run_1/class_map.png
Scale: 4 px per um.
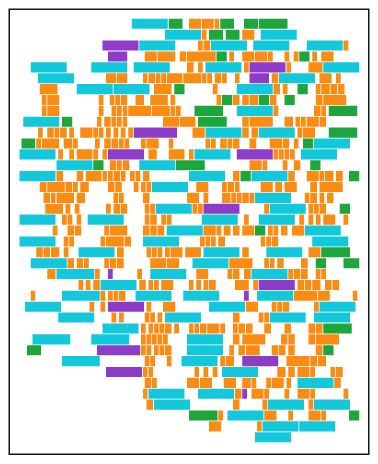
run_1/clock_nets.png
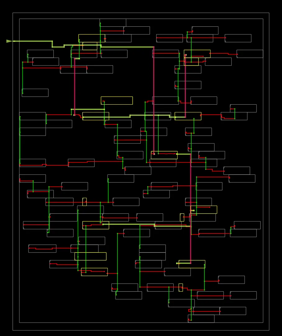
run_1/m3.png
Scale: 3 px per um.
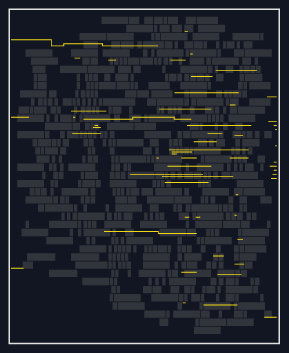
run_1/sizing.png
Scale: 2 px per um.
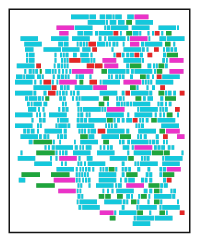
**src/rtl/uart_rx_ovs.sv**
```systemverilog
// UART receiver with 16x oversampling, 3-sample majority vote, optional parity, 1/2 stop bits
// and a fall-through receive FIFO presented through a valid/ready interface.
`timescale 1ns/1ps

module uart_rx_ovs #(
  parameter int CLK_FREQ   = 50000000,
  parameter int UART_BPS   = 115200,
  parameter int DATA_BITS  = 8,
  parameter int PARITY     = 0,
  parameter int STOP_BITS  = 1,
  parameter int FIFO_DEPTH = 4
) (
  input  logic                          clk,
  input  logic                          rst_n,
  input  logic                          uart_rxd,
  output logic                          rx_valid,
  input  logic                          rx_ready,
  output logic [DATA_BITS-1:0]          rx_data,
  output logic                          rx_parity_err,
  output logic                          rx_frame_err,
  output logic                          rx_overrun,
  output logic                          rx_busy,
  output logic [$clog2(FIFO_DEPTH):0]   rx_level
);

  localparam int OVS_DIV = CLK_FREQ / (UART_BPS * 16);
  localparam int CNT_W   = $clog2(OVS_DIV);
  localparam int BC_W    = $clog2(DATA_BITS);
  localparam int PTR_W   = $clog2(FIFO_DEPTH);
  localparam int LVL_W   = PTR_W + 1;
  localparam int ENT_W   = DATA_BITS + 2;
  localparam logic ODD   = (PARITY == 1);

  typedef enum logic [2:0] {IDLE, START, DATA, PAR, STOP1, STOP2} state_t;

  state_t               state, state_next;
  logic                 rxd_meta, rxs, rxs_d;
  logic [1:0]           sync_vld;
  logic [CNT_W-1:0]     tick_cnt;
  logic [3:0]           phase;
  logic [BC_W-1:0]      bit_cnt;
  logic [DATA_BITS-1:0] shreg;
  logic                 s7, s8, pe, fe, armed;
  logic                 tick, at_mid, at_end, maj, fe_final;
  logic                 start_det, frame_done;

  logic [ENT_W-1:0]     mem [FIFO_DEPTH];
  logic [PTR_W-1:0]     wr_ptr, rd_ptr, prev_ptr;
  logic                 pop, full, push_ok;
  logic [ENT_W-1:0]     head;

  // sync_vld marks when rxs reflects the real pad rather than the reset value,
  // so a line already low at reset release cannot look like a falling edge.
  always_ff @(posedge clk or negedge rst_n) begin
    if (!rst_n) begin
      rxd_meta <= 1'b1;
      rxs      <= 1'b1;
      rxs_d    <= 1'b1;
      sync_vld <= 2'b00;
    end else begin
      rxd_meta <= uart_rxd;
      rxs      <= rxd_meta;
      rxs_d    <= rxs;
      sync_vld <= {sync_vld[0], 1'b1};
    end
  end

  assign tick     = (tick_cnt == CNT_W'(OVS_DIV - 1));
  assign at_mid   = tick && (phase == 4'd9);
  assign at_end   = tick && (phase == 4'd15);
  assign maj      = (s7 & s8) | (s7 & rxs) | (s8 & rxs);
  assign fe_final = fe | ~maj;

  always_ff @(posedge clk or negedge rst_n) begin
    if (!rst_n) state <= IDLE;
    else        state <= state_next;
  end

  always_comb begin
    state_next = state;
    start_det  = 1'b0;
    frame_done = 1'b0;
    case (state)
      IDLE: begin
        if (armed && rxs_d && !rxs) begin
          state_next = START;
          start_det  = 1'b1;
        end
      end
      START: begin
        if (at_mid && maj)  state_next = IDLE;
        else if (at_end)    state_next = DATA;
      end
      DATA: begin
        if (at_end && (bit_cnt == BC_W'(DATA_BITS - 1)))
          state_next = (PARITY != 0) ? PAR : STOP1;
      end
      PAR: begin
        if (at_end) state_next = STOP1;
      end
      STOP1: begin
        if (at_mid && (STOP_BITS == 1)) begin
          state_next = IDLE;
          frame_done = 1'b1;
        end else if (at_end) begin
          state_next = STOP2;
        end
      end
      STOP2: begin
        if (at_mid) begin
          state_next = IDLE;
          frame_done = 1'b1;
        end
      end
      default: state_next = IDLE;
    endcase
  end

  always_ff @(posedge clk or negedge rst_n) begin
    if (!rst_n) begin
      tick_cnt <= '0;
      phase    <= '0;
      bit_cnt  <= '0;
      shreg    <= '0;
      s7       <= 1'b1;
      s8       <= 1'b1;
      pe       <= 1'b0;
      fe       <= 1'b0;
      armed    <= 1'b0;
    end else begin
      if (start_det || state == IDLE) begin
        tick_cnt <= '0;
        phase    <= '0;
      end else if (tick) begin
        tick_cnt <= '0;
        phase    <= phase + 4'd1;
      end else begin
        tick_cnt <= tick_cnt + CNT_W'(1);
      end
      if (start_det) begin
        bit_cnt <= '0;
        pe      <= 1'b0;
        fe      <= 1'b0;
      end
      if (tick && phase == 4'd7) s7 <= rxs;
      if (tick && phase == 4'd8) s8 <= rxs;
      if (state == DATA && at_mid) shreg <= {maj, shreg[DATA_BITS-1:1]};
      if (state == DATA && at_end) bit_cnt <= bit_cnt + BC_W'(1);
      if (state == PAR && at_mid) pe <= (maj != ((^shreg) ^ ODD));
      if ((state == STOP1 || state == STOP2) && at_mid && !maj) fe <= 1'b1;
      // A frame ending on a low stop bit (break) disarms until the line idles high.
      if (frame_done && fe_final)  armed <= 1'b0;
      else if (sync_vld[1] && rxs) armed <= 1'b1;
    end
  end

  assign rx_busy  = (state != IDLE);
  assign rx_valid = (rx_level != '0);
  assign pop      = rx_valid & rx_ready;
  assign full     = (rx_level == LVL_W'(FIFO_DEPTH));
  assign push_ok  = frame_done & (~full | pop);

  always_ff @(posedge clk or negedge rst_n) begin
    if (!rst_n) begin
      wr_ptr     <= '0;
      rd_ptr     <= '0;
      rx_level   <= '0;
      rx_overrun <= 1'b0;
      for (int i = 0; i < FIFO_DEPTH; i++) mem[i] <= '0;
    end else begin
      rx_overrun <= frame_done & full & ~pop;
      if (push_ok) begin
        mem[wr_ptr] <= {fe_final, pe, shreg};
        wr_ptr      <= wr_ptr + PTR_W'(1);
      end
      if (pop) rd_ptr <= rd_ptr + PTR_W'(1);
      case ({push_ok, pop})
        2'b10:   rx_level <= rx_level + LVL_W'(1);
        2'b01:   rx_level <= rx_level - LVL_W'(1);
        default: rx_level <= rx_level;
      endcase
    end
  end

  // When empty, the slot just behind rd_ptr still holds the last entry handed out.
  assign prev_ptr = rd_ptr - PTR_W'(1);
  assign head     = rx_valid ? mem[rd_ptr] : mem[prev_ptr];
  assign {rx_frame_err, rx_parity_err, rx_data} = head;

endmodule

```
**config.mk**
```make
export PLATFORM = sky130hd
export DESIGN_NAME = uart_rx_ovs
export DESIGN_NICKNAME = d
export VERILOG_FILES = /design/src/rtl/uart_rx_ovs.sv
export SDC_FILE = /design/constraint.sdc
export NUM_CORES = 1
export LEC_CHECK = 0
export ABC_AREA = 1
export ABC_CLOCK_PERIOD_IN_PS = 2400
export CAP_MARGIN = 30
export CORE_ASPECT_RATIO = 1.25
export CORE_MARGIN = 2
export CORE_UTILIZATION = 49
export CTS_CLUSTER_SIZE = 16
export DETAILED_ROUTE_END_ITERATION = 16
export PLACE_DENSITY = 0.69
export SLEW_MARGIN = 40
export SYNTH_ARGS = -nofsm -noshare
export SYNTH_HDL_FRONTEND = slang
export SYNTH_SLANG_ARGS = --single-unit
```
**constraint.sdc**
```tcl
create_clock -name clk -period 2.4 [get_ports clk]
set_input_delay 0.36 -clock clk [delete_from_list [all_inputs] [get_ports clk]]
set_output_delay 0.36 -clock clk [all_outputs]
set_load 0.05 [all_outputs]
```
==> summary.txt, run 1 <==
fresh numbers from the pnr run: failing checks=negative hold slack, core area=9030 um^2, area fraction in compound gates=0.196, number of global-route vias before repair=3683, Area leader share=0.425, width of the die=89.5 um, fraction of registers with async set/reset=1.00, Post-CTS Hold Fix Bufs=0, CP required=2040 ps, I/O Buffers=19, Cell Area, Synth=4480 um^2, YS chip area=4480 um^2, Util after Layout=0.582, #FFs+latches synth=81, Top non-seq family=AND-OR/OR-AND gates, clk latency late pin=340 ps, Final setup viols=0, Top area cell types=dfrtp_1 42%, nand2_1 11%, inv_1 5.9%, o21ai_2 5.9%, o21ai_0 4.6%, Peak VDD IR=0.000734 V, Worst Path Max Fanout=8, CP endpoint kind=output pin, root buffer cell=clkbuf_16, GRT Total Usage=0.228, Clock transition at path regs=60 ps, adder share=0.0380, xor/xnor share=0.0215, number of flops mapped to enable cells by yosys=0, Die Area=9930 um^2, Pre-antenna DRT Iters=5, Simple Share, Synth=0.184, final hold vios=5, number of core rows=39, Critical Path Start Type=register, Mapped Cells=539, H-tree levels=3, Hold WS=-8.42 ps, PD cells=1150 nW/um^2, FP Util=0.496, Most common reg cell=dfrtp_1, Fin Setup TNS=0 ps, status=finished with violations, gr busiest metal=met2, hpwl dp=7.04 mm, diodes inserted=0, cell taking the most area after synthesis=dfrtp_1, initial antenna violation count=0, met1 usage=0.276, largest net degree at the start of global routing=45, fin crit share=0.985, fin nets=574, ANT nets after route=0, clock buffer depth=2, I/O pin total=20, Worst-Margin Slew=520 ps, Num CTS Buffers=9, dpl ws=152 ps, Post-synth mux share=0.00922, arrival time worst endpoint=2000 ps, Yosys cell types=35, first-pass GRT wire length=17.5 mm, Avg Inst Size Synth=8.31 um^2, Placer Congestion=0.850, Highest Clock Rate=423 MHz, number of max-cap violations=0, HP Class=input port to asynchronous set/reset pin, total power draw=0.00602 W, met2 Use GR=0.387, Reg2Reg Depth=13, 1st-iter DRT viols=196, placed insts=669, post-CTS setup buffer count=0, synth warn=0, Slew Limit Fails=0, crit path time final=2360 ps, post-detailed-route via-to-cell ratio=5.39, Post-CTS Resized=0, placed instance area=4920 um^2, RSZ-0062 raised after global routing=yes, # fillers=797, # DRC=0, CTS tree=done, CP Class=register to output pin, layout cells sized above 1=0.173, ys cells=539
Notes on class_map.png above:
color	class	cells
green	remaining buffers and delay cells	35
cyan	registers	81
purple	clock drivers and dummy loads	16
orange	remaining logic cells	430

Notes on clock_nets.png above:
Clock Buffer Count: 14
Flops: 81
power in the clock group: 0.00150 W
Sink Count: 81
Fin Clk Skew: 6.26 ps

Notes on m3.png above:
longest straight run	26.2 um
nets with wire on the layer	37
share of all routed wire	4.3%
met3 usage: 0.0469
routed via count: 3690
DRT Wirelength: 10.2 mm

Notes on sizing.png above:
color	size	cells	share
cyan	x1 and smaller	465	83%
red	x3 and x4	26	4.6%
magenta	x6 and larger	23	4.1%
green	x2	48	8.5%
Non-clk bufs: 35
Final Cell Area: 5250 um^2
P&R area growth vs syn: 17.3%
fin worst setup slack: 36.9 ps

-- run 1: worst paths after layout --
kind                                            to             startpoint  slack [ps]
hold / removal                 mem[23]$_DFFE_PN0P_                  rst_n          -8
min in group clk             sync_vld[1]$_DFF_PN0_  sync_vld[0]$_DFF_PN0_         350
setup reg to reg           rx_level[2]$_DFFE_PN0P_  tick_cnt[0]$_DFF_PN0_         240
max in group asynchronous            rxs$_DFF_PN1_                  rst_n        1740
hold reg to reg              sync_vld[1]$_DFF_PN0_  sync_vld[0]$_DFF_PN0_         350
setup / recovery                        rx_data[4]  rd_ptr[1]$_DFFE_PN0P_          40
-- run 1: cell usage after synthesis (2+ instances only) --
cell type / number
a21oi_1: 40
a221oi_1: 2
a32oi_1: 8
buf_2: 7
buf_6: 7
clkbuf_1: 13
dfrtp_1: 76
dfstp_2: 5
ha_1: 12
inv_1: 70
mux2i_1: 3
nand2_1: 127
nand2_4: 2
nand3_1: 20
nand4_1: 3
nor2_1: 20
nor2_4: 5
nor3_1: 9
o21ai_0: 41
o21ai_1: 6
o21ai_2: 30
o21bai_1: 2
o22ai_1: 10
xnor2_1: 4
xor2_1: 7
-- run 1: cells by family (layout without fill, tap and decap cells) --
logic type,Yosys count,after routing
AND/OR/NAND/NOR,189,189
AND-OR/OR-AND,141,141
buffers and inverters,99,122
flip-flops,81,81
adder cells (fa/ha/maj),13,13
XOR/XNOR,11,11
multiplexers,4,4
other,1,1
-- run 1: worst max-delay path, cell delays in order, from the launching register on --
cell,delay [ps]
dfrtp_1,400
nor2_1,380
buf_4,270
a221oi_1,100
a21oi_1,330
buf_12,190
-- run 1: metal layers --
layer	share of wire	vias to the layer above
met3	0.043	22
met2	0.53	90
met5	0	-
met1	0.40	1779
met4	0.024	0
li1	-	1799
-- run 1: report_power, final --
group | total, W | internal, W | switching, W
clock network | 0.00150 | 0.000969 | 0.000528
logic | 0.00296 | 0.00107 | 0.00189
registers | 0.00156 | 0.00147 | 0.0000924
total | 0.00602 | 0.00351 | 0.00251
-- run 1: state kept, by name (all words and copies together) (netlist names) --
signal,cells
rx_level,3
tick_cnt,5
sync_vld,2
s8,1
armed,1
bit_cnt,3
phase,4
wr_ptr,2
mem,40
rx_overrun,1
rxs_d,1
pe,1
s7,1
shreg,8
fe,1
rxd_meta,1
state,3
rd_ptr,2
rxs,1
-- run 1: layout make-up --
class | instances | area [um^2] | share of cell area
multi-input combinational | 359 | 2080 | 0.396
clock buffer | 14 | 264 | 0.0503
timing repair buffer | 35 | 397 | 0.0755
tap | 123 | 154 | 0.0293
inverter | 71 | 267 | 0.0507
sequential | 81 | 2030 | 0.387
clock inverter | 2 | 60.1 | 0.0114
-- run 1: cell usage in the layout, fill, tap and decap left out, types with 4 or more instances in the layout --
cell type	instances
nand2_1	127
dfrtp_1	76
inv_1	70
o21ai_0	40
a21oi_1	39
o21ai_2	30
nand3_1	20
nor2_1	19
buf_4	18
ha_1	12
o22ai_1	10
nor3_1	9
clkbuf_16	9
buf_12	9
a32oi_2	8
xor2_1	7
o21ai_1	7
clkdlybuf4s50_1	7
nor2_4	5
dfstp_2	5
xnor2_1	4
==> run 1 -> run 2 <==
--- a/config.mk
+++ b/config.mk
@@ -6,14 +6,14 @@
 export NUM_CORES = 1
 export LEC_CHECK = 0
 export ABC_AREA = 1
-export ABC_CLOCK_PERIOD_IN_PS = 2400
+export ABC_CLOCK_PERIOD_IN_PS = 2500
 export CAP_MARGIN = 30
 export CORE_ASPECT_RATIO = 1.25
 export CORE_MARGIN = 2
 export CORE_UTILIZATION = 49
 export CTS_CLUSTER_SIZE = 16
 export DETAILED_ROUTE_END_ITERATION = 16
-export PLACE_DENSITY = 0.69
+export PLACE_DENSITY = 0.67
 export SLEW_MARGIN = 40
 export SYNTH_ARGS = -nofsm -noshare
 export SYNTH_HDL_FRONTEND = slang
==> constraint.sdc (replaced) <==
create_clock -name clk -period 2.5 [get_ports clk]
set_input_delay 0.375 -clock clk [delete_from_list [all_inputs] [get_ports clk]]
set_output_delay 0.375 -clock clk [all_outputs]
set_load 0.05 [all_outputs]
run_2/class_map.png
Scale: 4 px per um.
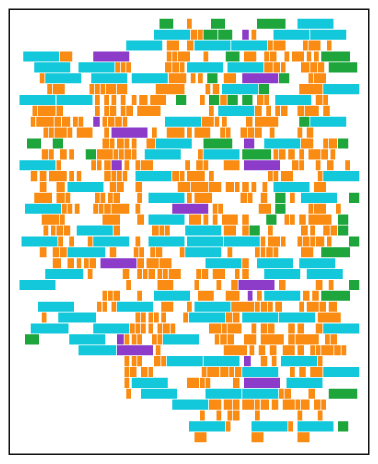
color	class	cells
purple	clock drivers and dummy loads	16
orange	remaining logic cells	430
cyan	registers	81
green	remaining buffers and delay cells	36
number of core rows: 39
Util after Layout: 0.574
Seq area share: 0.393
Final Cell Area: 5180 um^2
core area: 9030 um^2

run_2/route_heat.png
Scale: 3 px per um. 18 x 22 tiles, from dark purple (low) to yellow (high), scaled to the fullest tile. Values are wire area over tile area, all layers added.
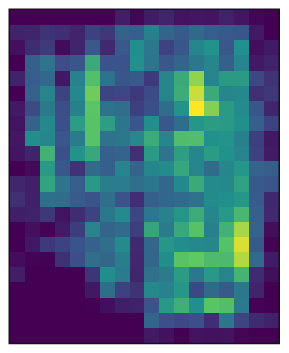
mean over tiles	0.16
emptiest ninth of the die	lower left
tiles over half the peak	17%
nearly empty tiles	15%
fullest tile	0.54

==> summary.txt, run 2 <==
fresh numbers from the pnr run: crit path time final=2310 ps, 1st-iter DRT viols=200, met3 usage=0.0253, ys cells=539, Largest regs=mem x40, shreg x8, tick_cnt x5, layout cells sized above 1=0.174, Highest Clock Rate=432 MHz, initial antenna violation count=0, Slew Limit Fails=0, Comb pwr share=0.512, fin nets=575, post-detailed-route via-to-cell ratio=5.30, Critical Path Start Type=register, Final setup viols=0, arrival time worst endpoint=1940 ps, YS chip area=4480 um^2, DRT Wirelength=10.0 mm, # DRC=0, CTS tree=done, internal power=0.00309 W, largest net degree at the start of global routing=43, clock buffer depth=2, CP Class=register to output pin, Top area cell types=dfrtp_1 42%, nand2_1 11%, inv_1 5.9%, o21ai_2 5.9%, o21ai_0 4.6%, r2r startpoint=phase[1]$_DFFE_PN0P_, Area leader share=0.425, Yosys cell types=35, Post-synth top cells=127 x nand2_1, 76 x dfrtp_1, 70 x inv_1, Pre-antenna DRT Iters=6, Avg Inst Size Synth=8.31 um^2, Peak VDD IR=0.000688 V, switching power=0.00243 W, HP Class=input port to asynchronous set/reset pin, Fin Clk Skew=6.22 ps, most numerous cell in the Yosys netlist=nand2_1, H-tree levels=3, Most common reg cell=dfrtp_1, Cell Area, Synth=4480 um^2, CP required=2120 ps, Clock transition at path regs=60 ps, most frequent cells in the layout=127 x nand2_1, 76 x dfrtp_1, 70 x inv_1, diodes inserted=0, Worst Path Max Fanout=24, I/O Buffers=19, R2R Setup Slk=300 ps, Die Area=9930 um^2, #FFs+latches synth=81, width of the die=89.5 um, clk latency late pin=340 ps, status=complete, no violations, met2 Use GR=0.380, number of max-cap violations=0, max reg flops=40, Sink Count=81
-- run 2: netlist changes by cell type in the layout (fill, tap and decap cells not counted), sizes merged --
cell	before	now
buf	28	29
clkinvlp	0	2
clkinv	0	4
bufinv	2	0
clkbuf	14	10
-- run 2: logic make-up (layout without fill, tap and decap cells) --
kind of cell | after synthesis | after routing | share of synthesized area
and+or+nand+nor | 189 | 189 | 0.184
AOI/OAI and AO/OA | 141 | 141 | 0.196
buffers and inverters | 99 | 123 | 0.0966
DFF | 81 | 81 | 0.454
adders and majority gates | 13 | 13 | 0.0380
xor gates and xnor gates | 11 | 11 | 0.0215
muxes | 4 | 4 | 0.00922
other | 1 | 1 | 0.000837
-- run 2: final cells by class --
class | instances | area, um^2
clock buffers | 10 | 229
multi-input cells | 359 | 2070
fillers | 824 | 3850
repair buffers | 36 | 388
clock inverters | 6 | 35.0
well taps | 123 | 154
inverters | 71 | 267
flip-flops and latches | 81 | 2030
-- run 2: how the worst max path moves through the flow --
| stage | startpoint | to | cells after the start |
|---|---|---|---|
| after floorplan | rx_level[1]$_DFFE_PN0P_ | rx_parity_err | 5 |
| after global placement | rx_ready | rx_level[2]$_DFFE_PN0P_ | 10 |
| after detailed placement | rx_ready | rx_level[2]$_DFFE_PN0P_ | 10 |
| after CTS | rd_ptr[0]$_DFFE_PN0P_ | rx_data[4] | 7 |
| after global routing | rd_ptr[0]$_DFFE_PN0P_ | rx_data[4] | 7 |
| final | rd_ptr[0]$_DFFE_PN0P_ | rx_data[4] | 7 |
-- run 2: worst max-delay path, cell delays in order (launching register included) --
cell     delay, ps
dfrtp_1        380
inv_1          180
buf_4          300
o21ai_0        120
nand2_1         70
nor2_1          40
a21oi_1        320
buf_12         190
-- run 2: power by group through the flow --
stage | Combinational, W | Clock, W | Sequential (W)
floorplan | 0.00177 | 0 | 0.00159
global placement | 0.00279 | 0 | 0.00152
detailed placement | 0.00283 | 0 | 0.00152
CTS | 0.00285 | 0.00121 | 0.00150
global route | 0.00304 | 0.00127 | 0.00152
finish | 0.00283 | 0.00119 | 0.00150
-- run 2: metrics by stage --
| stage | util | hold slack (ps) | setup WS, ps | instance area [um^2] | cells |
|---|---|---|---|---|---|
| after CTS | 0.574 | 34.3 | 184 | 5180 | 686 |
| after global routing | 0.574 | 63.4 | 84.8 | 5180 | 686 |
| after detailed placement | 0.544 | 346 | 253 | 4910 | 670 |
| after floorplan | - | 79.4 | 48.2 | 4540 | 539 |
| final | 0.574 | 11.5 | 187 | 5180 | 686 |
| after global placement | 0.544 | 332 | 290 | 4910 | 670 |
-- run 2: per-layer routing --
layer / vias up / wire length (um)
li1: 1795 / -
met1: 1755 / 4260
met2: 65 / 5260
met3: 21 / 234
met4: 0 / 268
met5: - / 0
Power figures rest on the tool's default switching activity, not on a simulated workload.
